run_1/logic_types.png
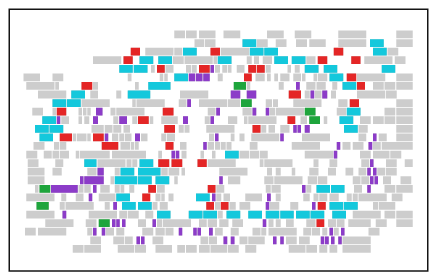
run_1/flops_by_reg.png
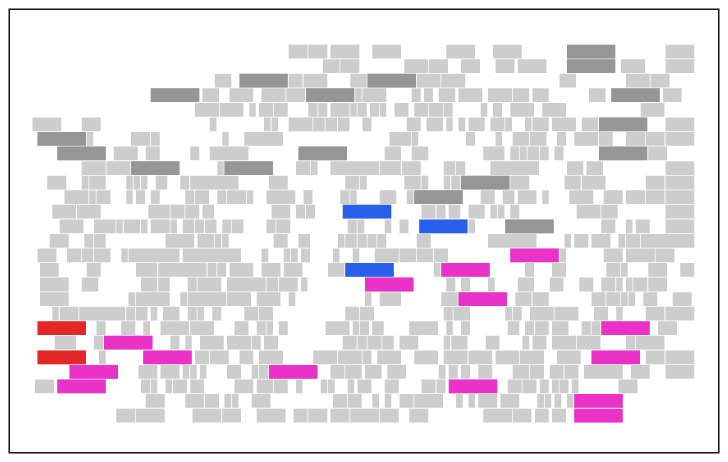
run_1/congestion.png
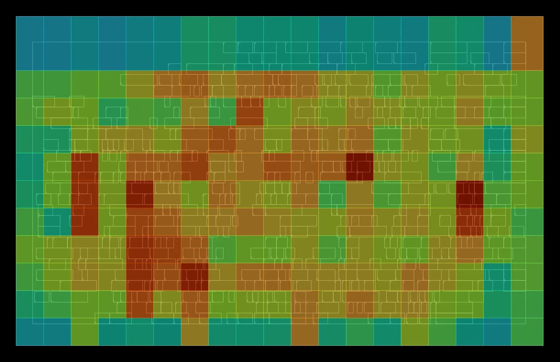
==> config.mk <==
export PLATFORM = sky130hd
export DESIGN_NAME = key_entry
export DESIGN_NICKNAME = d
export VERILOG_FILES = /design/src/rtl/key_entry.sv
export SDC_FILE = /design/constraint.sdc
export NUM_CORES = 1
export LEC_CHECK = 0
export ABC_CLOCK_PERIOD_IN_PS = 4600
export CAP_MARGIN = 40
export CORE_ASPECT_RATIO = 0.6
export CORE_MARGIN = 4
export CORE_UTILIZATION = 40
export DETAILED_ROUTE_END_ITERATION = 8
export GPL_TIMING_DRIVEN = 1
export PLACE_DENSITY = 0.6
export SKIP_CTS_REPAIR_TIMING = 1
export SLEW_MARGIN = 20
export SYNTH_ARGS = -nofsm -noshare
export SYNTH_HDL_FRONTEND = slang
export SYNTH_SLANG_ARGS = --single-unit
==> constraint.sdc <==
create_clock -name clk -period 4.6 [get_ports clk]
set_input_delay 0.69 -clock clk [delete_from_list [all_inputs] [get_ports clk]]
set_output_delay 0.69 -clock clk [all_outputs]
set_load 0.1 [all_outputs]
==> COMMIT_EDITMSG <==
Log flow metrics for this revision

* CP max FO: 13
- Among the stages of the critical path, the cell type that occurs most often is sky130_fd_sc_hd__ha_1.
- Counting flops with an async set or reset pin after synthesis yields a share of 100%.
- Area leader, netlist: sky130_fd_sc_hd__dfrtp_1
* Routability Congestion: 0.906
* Clock transition at path regs: 60 ps
- Most instantiated flip-flop cell in the synthesis netlist: sky130_fd_sc_hd__dfrtp_1
- Worst hold slack across all endpoints: between 300 and 400 ps
- Maximum number of pins on one net before global-route repair: 26
- Slew margin rel.: a little under half
* M3 GR Usage: between 4 and 5%
- The run finished with clean final reports.
- Post-synthesis sequential element count: 36
* Largest delay share family, worst path: AND-OR/OR-AND gates
- Worst Path Buf+Inv: 2
- The worst path in the final design needs a cycle of 3530 ps, including I/O delays and setup.
- In the layout the commonest cells are sky130_fd_sc_hd__nand2_1, sky130_fd_sc_hd__ha_1, sky130_fd_sc_hd__clkdlybuf4s50_1, sky130_fd_sc_hd__dfrtp_1, sky130_fd_sc_hd__o21ai_0.
* Endpoint required time on the critical path: approximately 4800 ps
* Clock Tree Root: sky130_fd_sc_hd__clkbuf_16
* Worst Setup Start Kind: input pin
- The worst path uses between 70% and 80% of the clock period.
- Yosys reports that the leading cell type by area covers about a quarter of the netlist area.
* Vias/cell: ~5.7
* Num Clock Sinks: 36
- The wire-length estimate of the detail-placed layout is around 9.3 mm.
- Endpoints failing hold in the final report were tallied at 0.
* DR top layer: met4
- Once placement completed, the tool counted placed cells totaling between 600 and 700.
- Chip area: about 11000 sq um
* Syn Inst Count: 426
* Number of slew-limit violations in the final report: 0
Back to the opening pictures, logic_types.png:
- fa/ha/maj cells: cyan (cells 57; where spread over the die)
- mux cells: green (cells 7)
- non-inverting ao/oa cells: red (cells 36)
- nand cells: purple (cells 76)
fraction of area in multi-input gates: 52.1%
most common cell after layout, fill and taps aside: sky130_fd_sc_hd__nand2_1

Back to the opening pictures, flops_by_reg.png:
- `operator1`: magenta (placed flops 14)
- `operationVal`: red (placed flops 2)
- `cnt_q`: blue (placed flops 3)
- not colored: 17
sequential cell area: 901 sq um
final core utilization: 58.0%
flop share of the area: 17.8%

Back to the opening pictures, congestion.png:
met2 Usage GRT: 33.2%
gr busiest metal: met2
All-Layer GR Usage: 21.9%
met1 layer usage reported by global route: 32.5%
routed len/inst: 18.4 microns

run 1: synthesized netlist by cell type (3+ instances only):
library cell	n
sky130_fd_sc_hd__a211oi_1	3
sky130_fd_sc_hd__a21o_1	8
sky130_fd_sc_hd__a21oi_1	23
sky130_fd_sc_hd__a22o_1	9
sky130_fd_sc_hd__a22oi_1	24
sky130_fd_sc_hd__and3_1	3
sky130_fd_sc_hd__buf_2	5
sky130_fd_sc_hd__buf_4	3
sky130_fd_sc_hd__clkbuf_1	7
sky130_fd_sc_hd__dfrtp_1	36
sky130_fd_sc_hd__fa_1	4
sky130_fd_sc_hd__ha_1	52
sky130_fd_sc_hd__inv_1	16
sky130_fd_sc_hd__mux2i_1	5
sky130_fd_sc_hd__nand2_1	61
sky130_fd_sc_hd__nand2b_1	4
sky130_fd_sc_hd__nand3_1	5
sky130_fd_sc_hd__nor2_1	23
sky130_fd_sc_hd__nor3_1	6
sky130_fd_sc_hd__o211ai_1	3
sky130_fd_sc_hd__o21a_1	7
sky130_fd_sc_hd__o21ai_0	31
sky130_fd_sc_hd__o21ai_1	4
sky130_fd_sc_hd__o21ai_2	4
sky130_fd_sc_hd__o21bai_1	3
sky130_fd_sc_hd__o22ai_1	3
sky130_fd_sc_hd__o31ai_1	4
sky130_fd_sc_hd__xnor2_1	14
sky130_fd_sc_hd__xor2_1	5
run 1: worst reg2reg max path: stages (launching register included):
cell and delay [ps]:
sky130_fd_sc_hd__dfrtp_1 480, sky130_fd_sc_hd__inv_1 100, sky130_fd_sc_hd__fa_1 560, sky130_fd_sc_hd__fa_1 210, sky130_fd_sc_hd__nand2b_1 150, sky130_fd_sc_hd__a21oi_1 110, sky130_fd_sc_hd__o41ai_1 520, sky130_fd_sc_hd__o21ai_0 190
sky130_fd_sc_hd__xor2_1 170, sky130_fd_sc_hd__a22o_1 190
run 1: cell type report:
class,instances,area (sq um),share of cell area (%)
Clock buffer,6,129,2.54
Sequential cell,36,901,17.8
Clock inverter,2,35.0,0.690
Tap cell,112,140,2.76
Timing Repair Buffer,104,1160,23.0
Inverter,16,60.1,1.18
Multi-Input combinational cell,356,2650,52.1
run 1: through the flow:
step	utilization, %	worst slack (ps)
finish	58.0	1070
global placement	50.3	825
CTS	58.0	1040
detailed placement	56.1	741
global route	58.0	803
floorplan	-	1480
run 1: logic make-up after synthesis:
family	after synthesis	share of synthesized area (%)
adder cells (fa/ha/maj)	57	20.0
AND-OR/OR-AND	152	29.2
multiplexers	7	1.96
AND/OR/NAND/NOR	121	15.7
XOR/XNOR	19	4.49
flip-flops	36	24.3
buffers and inverters	34	4.32
